Fig. 1: run 1, M1 wires
Cells faint in the background.
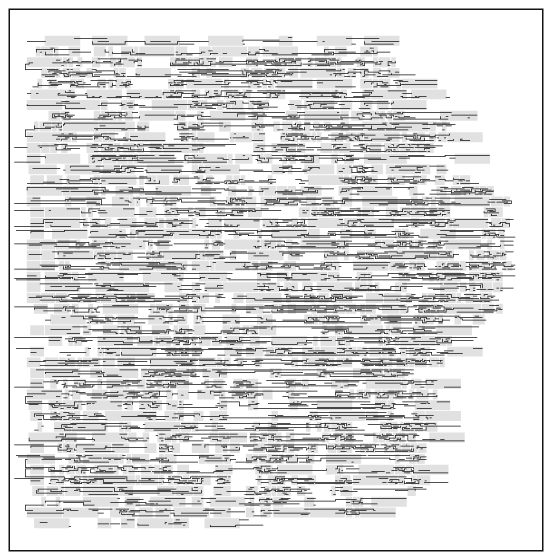
Fig. 2: run 1, met2 routing
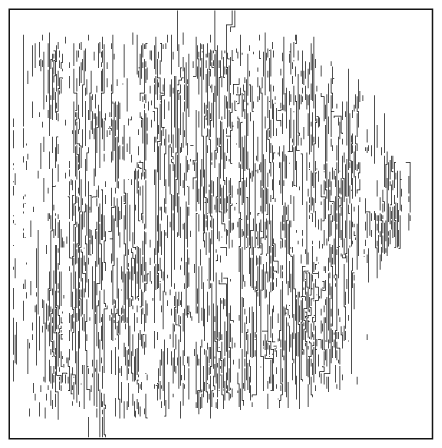
Fig. 3: run 1, metal 4
Cells faint in the background.
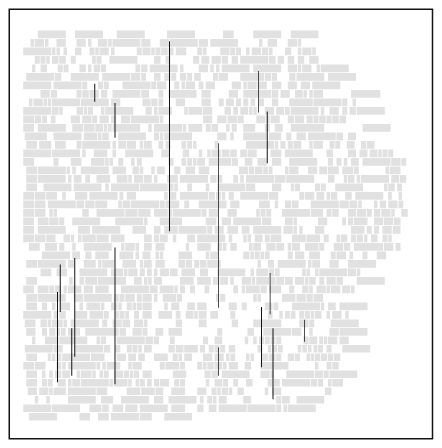
===== config.mk =====
export PLATFORM = sky130hd
export DESIGN_NAME = stepper_move_scheduler
export DESIGN_NICKNAME = d
export VERILOG_FILES = /design/src/rtl/stepper_move_scheduler.sv
export SDC_FILE = /design/constraint.sdc
export NUM_CORES = 1
export LEC_CHECK = 0
export CAP_MARGIN = 40
export CORE_AREA = 4 4 131 133
export CTS_CLUSTER_DIAMETER = 30
export CTS_CLUSTER_SIZE = 8
export DETAILED_ROUTE_END_ITERATION = 8
export DIE_AREA = 0 0 135 137
export GPL_TIMING_DRIVEN = 1
export MAX_ROUTING_LAYER = met4
export PLACE_DENSITY = 0.73
export SKIP_LAST_GASP = 1
export SYNTH_ARGS = -nofsm -noshare
export SYNTH_HDL_FRONTEND = slang
export SYNTH_SLANG_ARGS = --single-unit

===== constraint.sdc =====
create_clock -name clk -period 6.21 [get_ports clk]
set_input_delay 1.242 -clock clk [delete_from_list [all_inputs] [get_ports clk]]
set_output_delay 1.242 -clock clk [all_outputs]
set_load 0.02 [all_outputs]

===== src/rtl/stepper_move_scheduler.sv =====
// ---------------------------------------------------------------------------
// stepper_move_scheduler
//
// Runs one stepper move at a time. A move is either a fixed N-step move or a
// home-seek toward the limit switch. The block sets the direction, waits a
// short setup time, then issues step pulses. Fixed moves use a linear
// accel/decel ramp on the step period. Home moves run at the slowest period.
// The scheduler sits between the read-sequence FSM, which is the command
// source, and the stepper driver pins.
//
// Ports
//   clk           system clock
//   reset         asynchronous, active-high reset
//   cmd_valid     command offered by the sequencer
//   cmd_ready     high only in IDLE; a command is taken on cmd_valid & cmd_ready
//   cmd_steps     step count for a fixed move (ignored for home moves)
//   cmd_dir       1 = UP (toward the limit switch), 0 = DOWN
//   cmd_home      1 = seek the limit switch at the slowest period
//   limit_switch  raw asynchronous limit input
//   step          step pulse to the driver
//   direction     direction to the driver; only changes when a command is taken
//   busy          high from command accept until the done pulse
//   done          one-cycle pulse when a move ends
//   limit_hit     set if the last move ended on the limit switch
//   steps_taken   step rising edges issued in the current or last move
// ---------------------------------------------------------------------------
module stepper_move_scheduler #(
    parameter int MAX_PERIOD        = 2048,
    parameter int MIN_PERIOD        = 512,
    parameter int RAMP_DELTA        = 16,
    parameter int STEP_PULSE_CYCLES = 8,
    parameter int DIR_SETUP_CYCLES  = 4
) (
    input  logic        clk,
    input  logic        reset,
    input  logic        cmd_valid,
    output logic        cmd_ready,
    input  logic [15:0] cmd_steps,
    input  logic        cmd_dir,
    input  logic        cmd_home,
    input  logic        limit_switch,
    output logic        step,
    output logic        direction,
    output logic        busy,
    output logic        done,
    output logic        limit_hit,
    output logic [15:0] steps_taken
);

    localparam logic [16:0] MAX_P      = 17'(MAX_PERIOD);
    localparam logic [16:0] MIN_P      = 17'(MIN_PERIOD);
    localparam logic [16:0] DELTA_P    = 17'(RAMP_DELTA);
    localparam logic [16:0] PULSE_LAST = 17'(STEP_PULSE_CYCLES - 1);
    localparam logic [15:0] SETUP_LAST = 16'(DIR_SETUP_CYCLES - 1);

    typedef enum logic [1:0] {
        IDLE,
        SETUP,
        RUN,
        DONE
    } stateType;

    stateType    state;
    stateType    nextState;

    logic        limMeta;
    logic        limSync;

    logic        homeMove;
    logic [15:0] cmdStepsReg;
    logic [15:0] rampCnt;
    logic [15:0] setupCnt;
    logic [16:0] period;
    logic [16:0] curPeriod;
    logic [16:0] tick;

    logic        acceptCmd;
    logic        issueEdge;
    logic        abortOnLimit;
    logic        atBoundary;
    logic        moveComplete;

    logic [16:0] nextStepIndex;
    logic [16:0] remaining;
    logic [16:0] periodSum;
    logic [16:0] periodUp;
    logic [16:0] periodDown;

    // The limit switch is asynchronous to clk, so it passes through two
    // flops before anything looks at it.
    always_ff @(posedge clk or posedge reset) begin
        if (reset) begin
            limMeta <= 1'b0;
            limSync <= 1'b0;
        end else begin
            limMeta <= limit_switch;
            limSync <= limMeta;
        end
    end

    // tick counts cycles since the last step rising edge. curPeriod is the
    // length of the interval in progress. The next edge is due when tick
    // reaches curPeriod-1. On accept, tick is preloaded to the boundary, so
    // the first edge comes on the cycle right after SETUP.
    assign atBoundary    = (tick == curPeriod - 17'd1);
    assign moveComplete  = !homeMove && (steps_taken == cmdStepsReg);

    // Ramp arithmetic is done in 17 bits so the sums and differences never
    // wrap. remaining is the number of steps still to go after the edge that
    // is being issued now.
    assign nextStepIndex = {1'b0, steps_taken} + 17'd1;
    assign remaining     = {1'b0, cmdStepsReg} - nextStepIndex;
    assign periodSum     = period + DELTA_P;
    assign periodUp      = (periodSum > MAX_P) ? MAX_P : periodSum;
    assign periodDown    = (period >= MIN_P + DELTA_P) ? (period - DELTA_P) : MIN_P;

    // State register.
    always_ff @(posedge clk or posedge reset) begin
        if (reset) begin
            state <= IDLE;
        end else begin
            state <= nextState;
        end
    end

    // Next-state and control decode. At an interval boundary the checks run
    // in this order: a finished fixed move ends cleanly first; then a limit
    // abort (home moves, or fixed UP moves); otherwise the next edge is issued.
    always_comb begin
        nextState    = state;
        acceptCmd    = 1'b0;
        issueEdge    = 1'b0;
        abortOnLimit = 1'b0;
        cmd_ready    = 1'b0;
        done         = 1'b0;
        case (state)
            IDLE: begin
                cmd_ready = 1'b1;
                if (cmd_valid) begin
                    acceptCmd = 1'b1;
                    if ((cmd_steps == 16'd0) && !cmd_home) begin
                        nextState = DONE;
                    end else begin
                        nextState = SETUP;
                    end
                end
            end
            SETUP: begin
                if (setupCnt == SETUP_LAST) begin
                    nextState = RUN;
                end
            end
            RUN: begin
                if (atBoundary) begin
                    if (moveComplete) begin
                        nextState = DONE;
                    end else if (limSync && (homeMove || direction)) begin
                        abortOnLimit = 1'b1;
                        nextState    = DONE;
                    end else begin
                        issueEdge = 1'b1;
                    end
                end
            end
            DONE: begin
                done      = 1'b1;
                nextState = IDLE;
            end
            default: begin
                nextState = IDLE;
            end
        endcase
    end

    // Move datapath: command capture, pulse shaping, ramp and status.
    // The ramp update at edge k sets the period of the interval after edge
    // k+1. The interval that starts at edge k uses the period as it stood
    // before the update, so curPeriod takes the old value.
    always_ff @(posedge clk or posedge reset) begin
        if (reset) begin
            step        <= 1'b0;
            direction   <= 1'b0;
            busy        <= 1'b0;
            limit_hit   <= 1'b0;
            steps_taken <= 16'd0;
            homeMove    <= 1'b0;
            cmdStepsReg <= 16'd0;
            rampCnt     <= 16'd0;
            setupCnt    <= 16'd0;
            period      <= MAX_P;
            curPeriod   <= MAX_P;
            tick        <= 17'd0;
        end else begin
            case (state)
                IDLE: begin
                    if (acceptCmd) begin
                        direction   <= cmd_dir;
                        busy        <= 1'b1;
                        limit_hit   <= 1'b0;
                        steps_taken <= 16'd0;
                        homeMove    <= cmd_home;
                        cmdStepsReg <= cmd_steps;
                        rampCnt     <= 16'd0;
                        setupCnt    <= 16'd0;
                        period      <= MAX_P;
                        curPeriod   <= MAX_P;
                        tick        <= MAX_P - 17'd1;
                        step        <= 1'b0;
                    end
                end
                SETUP: begin
                    setupCnt <= setupCnt + 16'd1;
                end
                RUN: begin
                    if (issueEdge) begin
                        step        <= 1'b1;
                        steps_taken <= steps_taken + 16'd1;
                        tick        <= 17'd0;
                        curPeriod   <= period;
                        if (!homeMove) begin
                            if (remaining <= {1'b0, rampCnt}) begin
                                period  <= periodUp;
                                rampCnt <= (rampCnt == 16'd0) ? 16'd0 : (rampCnt - 16'd1);
                            end else if (period > MIN_P) begin
                                period  <= periodDown;
                                rampCnt <= rampCnt + 16'd1;
                            end
                        end
                    end else begin
                        tick <= tick + 17'd1;
                        if (tick == PULSE_LAST) begin
                            step <= 1'b0;
                        end
                    end
                    if (abortOnLimit) begin
                        limit_hit <= 1'b1;
                    end
                end
                DONE: begin
                    busy <= 1'b0;
                end
                default: begin
                end
            endcase
        end
    end

endmodule


==> results.txt, run 1 <==
Implementation status.

- The run finished with clean final reports.
- The biggest slice of the total power is consumed by combinational cells.
- Of the synthesized area, sequential elements account for 0.337.
- The switching power total is 0.00281 W.
- The main flop type is dfrtp_1.
- The top cell type by total area after synthesis is dfrtp_1.
- The summed negative setup slack over all endpoints is 0 ns.
- The cell area reported after detailed placement is 9290 um2.
- The power report lists the sequential group at 0.00120 W.
- The average cell area after synthesis is 8.41 um2.
- In the post-synthesis netlist, the biggest area contributors are dfrtp_1 33%, ha_1 7.0%, xnor2_1 4.0%, nand2_1 3.7%, nor2_1 3.7%.
- The worst setup path is launched from a flip-flop.
- After floorplanning, the core was divided into 46 placement rows.
- The post-synth tally of flip-flops with integrated enable is 0.
- Buffers added to address setup during post-CTS repair amount to 0.
- The die outline height is 137 um.
- The count of final hold-check violations is 0.
- The number of diodes is 0.
- The register-to-register setup slack is 0.88 ns.
- Detailed routing inserted a total of 8,031 vias.
- The fraction of the cycle the final worst path needs is 0.858.
- Combinational cells consume a total of 0.00347 W.
- The setup slack after placement is 0.979 ns.
- Looking at the reg2reg group, the worst path starts from steps_taken[0].
- The worst setup path is captured at a flip-flop.
- The area of all placed cells without fillers is 9890 um2.
- The width of the die is 135 um.
- Walking the worst path, the cells encountered are inv_1, ha_1, fa_1, a211oi_1, o211ai_1, nand2_1, o21bai_1, a21o_1, a21oi_1, xnor2_1, ha_1, nand4_1, nor4_1, a21boi_0, o31a_1, nor2_1, buf_4, a21oi_1, nand2_1, o31ai_1.
- The total of hold buffers inserted after clock tree synthesis is 0.
- The clock tree buffer depth is 2.
- The via count of the first global-routing pass is 7,611.
- In the post-route report, total wirelength is listed as 23.4 mm.
- The H-tree was split into 4 levels.
- The TritonCTS clock tree is yes.
- The buffer type at the clock tree root is clkbuf_16.
- The total power is 0.00568 W.
- The endpoint of the most critical setup path is rampCnt[14].
- The instance tally after logic synthesis is 1,035.
- In this run the tools logged warnings totalling 36.
- Per the post-synthesis report, the nets total 1,107.
- In this design, the largest share of critical-path delay is due to AND-OR/OR-AND gates.
- Counting instances, the worst hold path has a depth of 0.
- The estimated wirelength of the detail-placed design is 16.6 mm.
- The count of non-filler cells in the finished layout is 1,283.
- The critical path is of the reg -> reg type.
- Setup repair after global routing left no endpoint under its margin.
- The number of slew-limit violations in the final report is 0.
- Nets still carrying antenna violations after routing amount to 0.
- The cell with the most instances after synthesis is dfrtp_1.
- By instance count after routing, the leading logic cell type is dfrtp_1.
- In the Yosys stats the netlist draws on 75 distinct library cells.
- Overall routing resource usage recorded by global route was 0.266.
- TritonRoute reported its final design rule violation total as 0.
- The chip area line in the Yosys stat output reads 8710 um2.
- The most common logic cells in the final layout are 115 x dfrtp_1, 86 x nand2_1, 85 x nor2_1.
- The final critical path time including I/O delays and setup is 5.33 ns.
- The wire length of the first global-routing pass is 38.6 mm.
- Clock-pin slew was measured on the worst setup and hold paths at 0.06 ns.
- The number of antenna violations at the first check in global routing is 0.
- For the pin with the worst max-slew slack, the measured transition is 0.961 ns.
- The flow reports an fmax of 188 MHz.
- The netlist area before placement is 8710 um2.
- For the worst setup path, the data arrival time is 5.65 ns.
- Routability-driven placement finished with a final weighted congestion of 0.953.
- The number of buffers added by the clock tree synthesis step is 17.
- For this design, Yosys synthesis ends with a cell count of 1,035.
- The commonest cells after synthesis are 115 x dfrtp_1, 86 x nand2_1, 86 x nor2_1.
- The overflow left after global routing is 0.
- The insertion delay of the later-clocked pin in the worst-skew pair is 0.43 ns.
- The worst register-to-register path depth is 20.
- After detailed routing, the average wire length per cell comes to 18.2 um.
- The clock share of power is 0.177.
- The register with the most flip-flops is tick.
- The internal power component is 0.00287 W.
- The register with the most flip-flops in the layout has 17 of them.
- The highest cell delay on the worst timing path is 0.43 ns.
- The initial cell density of the core is 0.550.
- In this run the power density over the cells is 574 nW/um2.
- Per the timing report, the most critical flop-to-flop path finishes at rampCnt[14].
- At the end of the flow, the number of nets in the layout was 1,126.
- The leakage power of the design is 4.03 nW.
- The count of instances resized after the clock tree is built is 0.
- The buffer and inverter count on the worst path is 2.
- The top-area cell type share of the netlist area is 0.331.
- From synthesis to final layout, the design area changed by 13.6%.
- The final setup violation count is 0.
- In this run, placement finished with an instance count of 1,251.
- The end of the worst hold path is limSync.
- The type of the worst min-delay path is reg -> reg.
- The final timing report gives a worst setup slack of 0.879 ns.
- Per the OpenROAD floorplan log, the area of the core is 15,800 um2.
- The share of layout cells above drive strength 1 is 0.0787.
- The switching share of power is 0.495.
- The critical hold path startpoint is limMeta.
- Per the timing report, the biggest fanout along the worst path comes to 19.
- The number of cells on the critical path is 20.
- IR analysis of the VDD net gives a maximum drop of 0.000291 V.
- The share of total power in combinational logic is 0.610.
- Of the total power, registers draw 0.212.
- Among all stages on the critical path, the largest delay is contributed by fa_1.
- The fraction of registers with async set or reset after synthesis is 1.00.
About Fig. 1:
The wires run mostly horizontal. 1,053 nets have wire on it. The layer carries 11,200 um of wire.

About Fig. 2:
The layer carries 10,700 um of wire. The layer holds 46% of the routed length. The wires run mostly vertical. The longest straight run is 39.8 um.

About Fig. 3:
11 nets have wire on it. The layer holds 1.6% of the routed length.

==> run 1: logic make-up after synthesis <==
family          count (synthesis)  share of synthesized area
flops                         117                      0.337
simple gates                  389                      0.232
buf+inv                       115                     0.0527
xor+xnor                       63                     0.0634
fa+ha+maj                      50                     0.0727
compound gates                276                      0.211
mux                            25                     0.0316
==> run 1: cell type report <==
type | instances | area [um2]
clock buffers | 18 | 429
clock inverters | 14 | 166
fillers | 1392 | 5940
inverters | 56 | 213
multi-input cells | 803 | 5320
flip-flops and latches | 117 | 2930
well taps | 216 | 270
repair buffers | 59 | 561
==> run 1: layer usage <==
layer / up-vias / global-route usage / share of wire
met4: 0 / 0.0767 / 0.015
met1: 3878 / 0.366 / 0.48
met5: - / - / 0
li1: 3871 / - / -
met2: 245 / 0.407 / 0.46
met3: 37 / 0.0471 / 0.048
Fig. 4: run 1, local utilization
Bar = 50 um. The die is cut into 14 by 14 equal tiles; dark blue is low, red is high, 0 to 100% covered.
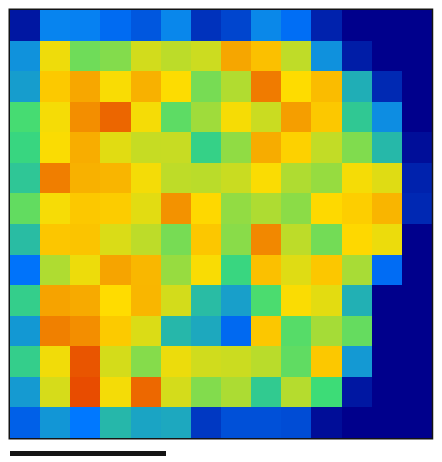

==> run 1 -> run 2 <==
- clock period: 6.21 -> 5.16 ns (I/O delays scaled with it)
Fig. 5: run 2, local utilization
Bar = 50 um. The die is cut into 14 by 14 equal tiles; dark blue is low, red is high, 0 to 100% covered.
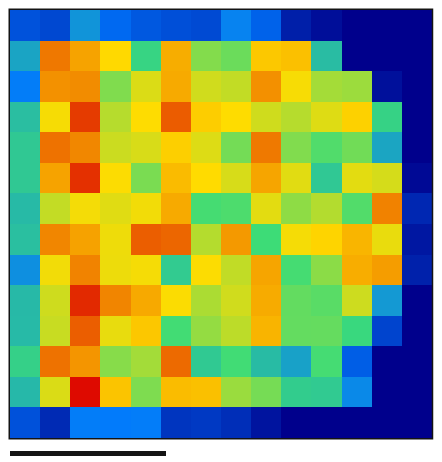
11% of the tiles are nearly empty. The fullest tile reaches 99%. 26% of the tiles are over 75% full. The mean over all tiles is 53%. The emptiest ninth of the die: bottom right.

Fig. 6: run 2, metal 4
Cells faint in the background.
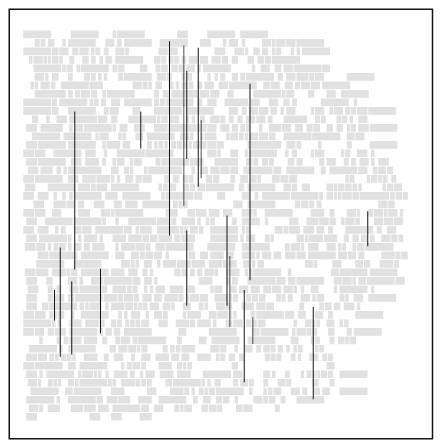
16 nets have wire on it. The layer carries 568 um of wire. The longest straight run is 62.6 um. The layer holds 2.4% of the routed length.

==> run 2 against run 1 <==
Clock skew is 0.0051 ns higher; fmax is 9.6% higher; design area is 1.4% higher.
==> results.txt, run 2 <==
Implementation status.

- The buffer and inverter count on the worst path is 3.
- Summing all placed instances gives a cell area of 9410 um2.
- Per the synthesis report, the simple-gate share of the synthesized area is 0.232.
- Global route summary, busiest routing layer listed as met2.
- The routed design uses 1.56 mm of met3 wire.
- The wire length of the first global-routing pass is 40.4 mm.
- The number of diodes is 0.
- In this run, the synthesized area fraction spent on adder and majority cells is recorded as 0.0727.
- The post-synth tally of flip-flops with integrated enable is 0.
- The global routing report lists met2 layer usage as 0.415.
- Power comes to 0.00710 W.
- In the per-layer breakdown of the detailed-route log, met1 shows 11.1 mm.
- The register-to-register setup slack is 0.30 ns.
- The layout filler cell count is 1,367.
- The number of design rule violations left after detail routing is 0.
- The main flop type is dfrtp_1.
- OpenSTA, run right after detailed placement, puts the worst setup slack at 0.166 ns.
- Of the total synthesized cell area, the portion taken by AND-OR and OR-AND cells is 0.211.
- In this run the static leakage power is 4.09 nW.
- The count of final hold-check violations is 0.
- The global route stage reports its total congestion overflow as 0.
- The number of cells on the critical path is 21.
- The flow ran to the end, and the final reports show no timing, DRC or antenna violations.
- The estimated wirelength of the detail-placed design is 17.3 mm.
- STA classifies the critical path startpoint as a flip-flop.
- In the synthesized netlist, the cells that appear most often are 115 x dfrtp_1, 86 x nand2_1, 86 x nor2_1.
- The number of placed instances with taps included is 1,264.
- The critical path in the final layout is reported with a setup slack of 0.296 ns.
- In the Yosys stats the netlist draws on 75 distinct library cells.
- Summed over all layers, the routed wires come to 24.1 mm.
- The family of cells with the greatest summed delay on the critical path is AND-OR/OR-AND gates.
- The number of cell instances after yosys synthesis is 1,035.
- For this design the ratio of total power to cell area is 708 nW/um2.
- The OpenROAD warning count is 36.
- Summed over all failing endpoints, the final setup total negative slack is 0 ns.
- For reference, the top cells by area after synthesis are dfrtp_1 33%, ha_1 7.0%, xnor2_1 4.0%, nand2_1 3.7%, nor2_1 3.7%.
- The register with the most flip-flops in the layout has 17 of them.
- The start-to-end type of the worst setup path is reg -> reg.
- The average cell area after synthesis is 8.41 um2.
- The met2 layer wire length in the routed design is 10.9 mm.
- The layout overhead on the synthesized area is 15.1%.
- The insertion delay of the later-clocked pin in the worst-skew pair is 0.43 ns.
- TritonCTS built the clock tree.
- The maximum vdd ir drop is 0.000357 V.
- The final setup violation count is 0.
- The pin count of the biggest net entering global routing is 50.
- The via count of the first global-routing pass is 7,880.
- The met1 global-route usage is 0.391.
- Timing would allow up to 206 MHz.
- The net count of the finished layout is 1,139.
- For reference, the clock transition at the flip-flops on the worst setup and hold paths is 0.06 ns.
- The signal on the critical path passes through inv_1, ha_1, fa_1, a211oi_1, o211ai_1, nand2_1, o21bai_1, a21o_1, a21oi_1, xnor2_1, ha_1, nand4_1, nor4_2, nand2_1, o31a_1, nor2_1, buf_4, buf_4, o21ai_0, a31oi_1, o22ai_1.
- The most frequently used library cell after synthesis is dfrtp_1.
- Of the synthesized area, sequential elements account for 0.337.
- The final critical path time including I/O delays and setup is 4.86 ns.
- The largest individual stage delay along the critical path comes from the cell nor2_1.
- The critical path maximum fanout is 9.
- The width of the die is 135 um.
- The initial cell density of the core is 0.550.
- The mux contribution to synthesized area is 0.0316.
- The synthesized design spends more area on one cell type than any other, namely dfrtp_1.
- The count of instances resized after the clock tree is built is 0.
- The largest single stage delay on the critical path is 0.49 ns.
- The critical hold path startpoint is limMeta.
- By instance count after routing, the leading logic cell types are 115 x dfrtp_1, 86 x nor2_1, 86 x nand2_1.
- The layout summary lists the proportion of cells stronger than drive strength 1 as 0.0918.
- The core area is 15,800 um2.
- After clock tree synthesis, the flow added hold-fix buffers numbering 0.
- At the pin with the least slew margin, the transition time is 0.898 ns.
- The global-route total usage across every layer is 0.279.
- The final estimated routing congestion in global placement is 0.925.
- For the worst flop-to-flop path, the logic depth is 21.
- Per the synth stats, the proportion of register bits with asynchronous set or reset is 1.00.
- Leaving out fill and tap cells, the most frequent cell in the layout is dfrtp_1.
- The instance tally after logic synthesis is 1,035.
- Setup repair after global routing left no endpoint under its margin.
- The register with the most flip-flops is tick.
- The total number of vias is 8,206.
- The number of cells on the worst hold path is listed as 0.
- The count of non-filler cells in the finished layout is 1,294.
- The netlist area before placement is 8710 um2.
- According to the Yosys statistics, the synthesized design has a chip area of 8710 um2.
- CTS placed an instance of clkbuf_16 at the clock tree root.
- The end of the worst register-to-register path is rampCnt[8].
- The number of antenna violations at the first check in global routing is 0.
- For hold timing, the worst endpoint is limSync.
- The number of nets with antenna violations after detailed routing is 0.
- Data arrives at the worst endpoint at 5.15 ns.
- The worst setup path is captured at a flip-flop.
run 2: cell counts after synthesis:
Identical to the previous run, type by type.
run 2: kinds of logic after synthesis:
logic type                 after synthesis
AOI/OAI and AO/OA                      276
DFF                                    117
muxes                                   25
adders and majority gates               50
xor gates and xnor gates                63
buffers and inverters                  115
and+or+nand+nor                        389
run 2: area by class of cell:
type,instances,area (um2),area share
well taps,216,270,0.0270
inverters,56,213,0.0212
multi-input cells,803,5330,0.532
repair buffers,72,678,0.0677
clock inverters,13,174,0.0174
clock buffers,17,425,0.0424
flip-flops and latches,117,2930,0.292
run 2: where the power goes:
part / total [W] / internal [W] / switching [W]
sequential: 0.00146 / 0.00114 / 0.000315
clock: 0.00123 / 0.000762 / 0.000465
combinational: 0.00442 / 0.00172 / 0.00269
==> run 2 -> run 3 <==
- GPL_TIMING_DRIVEN: 1 -> 0
==> run 3 against run 2 <==
Area after synthesis is the same; total power grew 3.3%; first-iteration DRC count shrank 13%; register-to-register slack is essentially flat; global-route usage grew 1.0 points; clock skew shrank 0.0072 ns; sequential power shrank 4%; sequential share of layout area shrank 0.39 points; design area grew 1.4%; via count grew 3.1%; critical endpoint is now rampCnt[13].
==> results.txt, run 3 <==
Implementation status.

- The leakage power of the design is 4.12 nW.
- The pin count of the biggest net entering global routing is 80.
- The count of final hold-check violations is 0.
- Adding up every negative setup slack in the final design gives 0 ns.
- By instance count after routing, the leading logic cell types are 114 x dfrtp_1, 85 x nor2_1, 84 x nand2_1.
- Among the non-sequential cells, simple AND/OR/NAND/NOR gates take the most area.
- The overflow left after global routing is 0.
- The main flop type is dfrtp_1.
- The detailed router put a total of 11.1 mm of wire on met1.
- The endpoint of the most critical setup path is rampCnt[13].
- The commonest cells after synthesis are 115 x dfrtp_1, 86 x nand2_1, 86 x nor2_1.
- The maximum level of the CTS H-tree is 4.
- The final critical path time including I/O delays and setup is 4.86 ns.
- The clock share of power is 0.168.
- Together, buffers and inverters on the worst path number 1.
- Dividing the final minimum period by the clock period gives 0.941.
- In this design, the stage delay of the slowest critical-path cell is 0.50 ns.
- The width of the die is 135 um.
- The top cell type by total area after synthesis is dfrtp_1.
- The worst hold path terminates at limSync.
- The register with the most flip-flops is tick.
- The detailed router reported a total wirelength of 25.3 mm.
- The area of all placed cells without fillers is 10,200 um2.
- The number of design rule violations left after detail routing is 0.
- Per the layout area report, the sequential fraction of cell area is 0.288.
- The register-to-register setup slack is 0.30 ns.
- The top fanout value on the critical path is 10.
- Summing over every cut layer, the via total after detailed routing is 8,460.
- The final design was reported to hold multi-input combinational gates totalling 803.
- The number of hold buffers added after CTS was 0.
- For this run the detailed placement stage logged an HPWL of 18.2 mm.
- Per Yosys stat, the portion of area used by sequential elements is 0.337.
- The TritonCTS clock tree is yes.
- Logic depth along the worst register-to-register path is recorded as 18.
- Of the total power, registers draw 0.190.
- The flow ran to the end, and the final reports show no timing, DRC or antenna violations.
- The critical hold path startpoint is limMeta.
- Looking at the max-slew report, the worst-margin pin has a slew of 0.964 ns.
- In this run the power spent charging and discharging nets is 0.00373 W.
- Per the final report, the share of cell area in non-clock buffers is 0.0720.
- The top-area cell type share of the netlist area is 0.331.
- The number of antenna violations at the first check in global routing was 0.
- The post-synth tally of flip-flops with integrated enable is 0.
- CTS reports a maximum clock tree buffer depth of 2.
- Per the synthesis report, the XOR/XNOR share of the synthesized area is 0.0634.
- In the setup report, the worst path falls into the class reg -> reg.
- The final layout report lists a non-clock inverter count of 56.
- The synthesized netlist contains 75 unique library cells.
- The initial cell density of the core is 0.550.
- The switching share of power is 0.508.
- The number of buffers added by the clock tree synthesis step is 17.
- The biggest slice of the area belongs to multi-input combinational cells.
- The report lists the power per cell area as 721 nW/um2.
- The fraction of area in clock buffers and inverters is 0.0592.
- Leaving out fill and tap cells, the most frequent cell in the layout is dfrtp_1.
- The number of nets with antenna violations after detailed routing is 0.
- The layout summary lists the proportion of cells stronger than drive strength 1 as 0.0907.
- The internal power of the cells totals 0.00360 W.
- The wire length of the first global-routing pass is 41.7 mm.
- The simple-gate portion of the synthesized area is 0.232.
- In this run the mean area of a mapped cell was 8.41 um2.
- Of the total power, combinational logic draws 0.641.
- The power drawn by the clock network is 0.00123 W.
- The met2 layer wire length in the routed design is 11.7 mm.
- The fraction of cell area in multi-input combinational cells is reported as 0.533.
- The sequential cells in the finished layout cover a total of 2930 um2.
- The critical path startpoint category is a flip-flop.
- The multi-input logic area is 5410 um2.
- The power report lists the combinational group at 0.00470 W.
- The wire length on met3 is 1.77 mm.
- The uppermost layer routed is met4.
- The number of cell instances after yosys synthesis is 1,035.
- The via count of the first global-routing pass is 8,078.
- For the worst reg-to-reg path, the endpoint reported by OpenROAD is rampCnt[13].
- Ranked by total cell area, the synthesized netlist is headed by dfrtp_1 33%, ha_1 7.0%, xnor2_1 4.0%, nand2_1 3.7%, nor2_1 3.7%.
- The total area inside the core boundary comes to 15,800 um2.
- The insertion delay of the later-clocked pin in the worst-skew pair is 0.42 ns.
- In this run, the synthesized area fraction spent on adder and majority cells is recorded as 0.0727.
- The layout buffer count excluding clock buffers is 105.
- Sequential cells placed in the final layout were counted as 117.
- The chip area line in the Yosys stat output reads 8710 um2.
- The main power-consuming group is combinational cells.
- The cell at the slowest stage of the critical path is nor3_1.
- STA classifies the critical path endpoint as a flip-flop.
- The number of placed instances, taps included, is 1,296.
- The worst flop-to-flop path startpoint is steps_taken[1].
- Counting instances, the worst hold path has a depth of 0.
- RePlAce ended its routability-driven mode at a weighted congestion of 0.959.
- When the netlist entered floorplanning its net count stood at 1,107.
- The final report lists the setup-violating endpoint count as 0.
- The OpenROAD warning count is 36.
- The setup slack after placement is -0.522 ns.
- The layout filler cell count is 1,383.
- The most common cell in the synthesized netlist is dfrtp_1.
- The maximum vdd ir drop is 0.000331 V.
- The global-route total usage across every layer is 0.290.
-- run 3: cell types whose count changed in the layout (fill, tap and decap cells not counted), sizes merged, moves of 2 or more --
cell	previous run	this run
clkbuf	17	66
buf	29	14
clkinv	3	5
clkinvlp	3	1
inv	60	62
-- run 3: what timing repair did --
action / CTS / global route
setup endpoints to repair: 29 / 29
gates resized: 13 / 13
buffers inserted: 2 / 0
endpoints found under the hold margin: 0 / 0
pin swaps: 1 / 2
-- run 3: worst register-to-register path: cells and delay by family (launching register included) --
kind,cells,cell delay [ns]
flip-flops,1,0.43
XOR/XNOR,1,0.10
adder cells (fa/ha/maj),2,0.62
AND-OR/OR-AND,10,2.44
buffers and inverters,1,0.12
AND/OR/NAND/NOR,4,1.03
Fig. 7: run 3, M1 wires
Cells faint in the background.
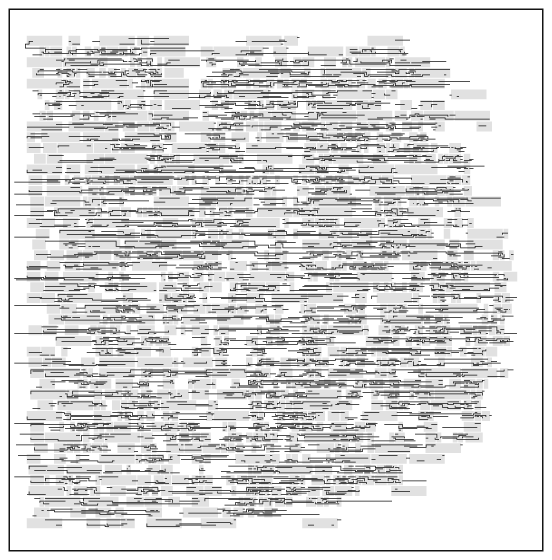
The wires run mostly horizontal. The layer holds 44% of the routed length. 1,078 nets have wire on it. The longest straight run is 35.0 um.

Fig. 8: run 3, routing congestion
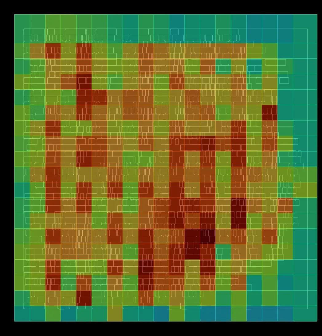
post-DR wirelength/cell: 19.1 um
met3 global-route usage: 0.0489
global routing usage on met1: 0.387

Power is estimated from default activity; no workload was simulated.
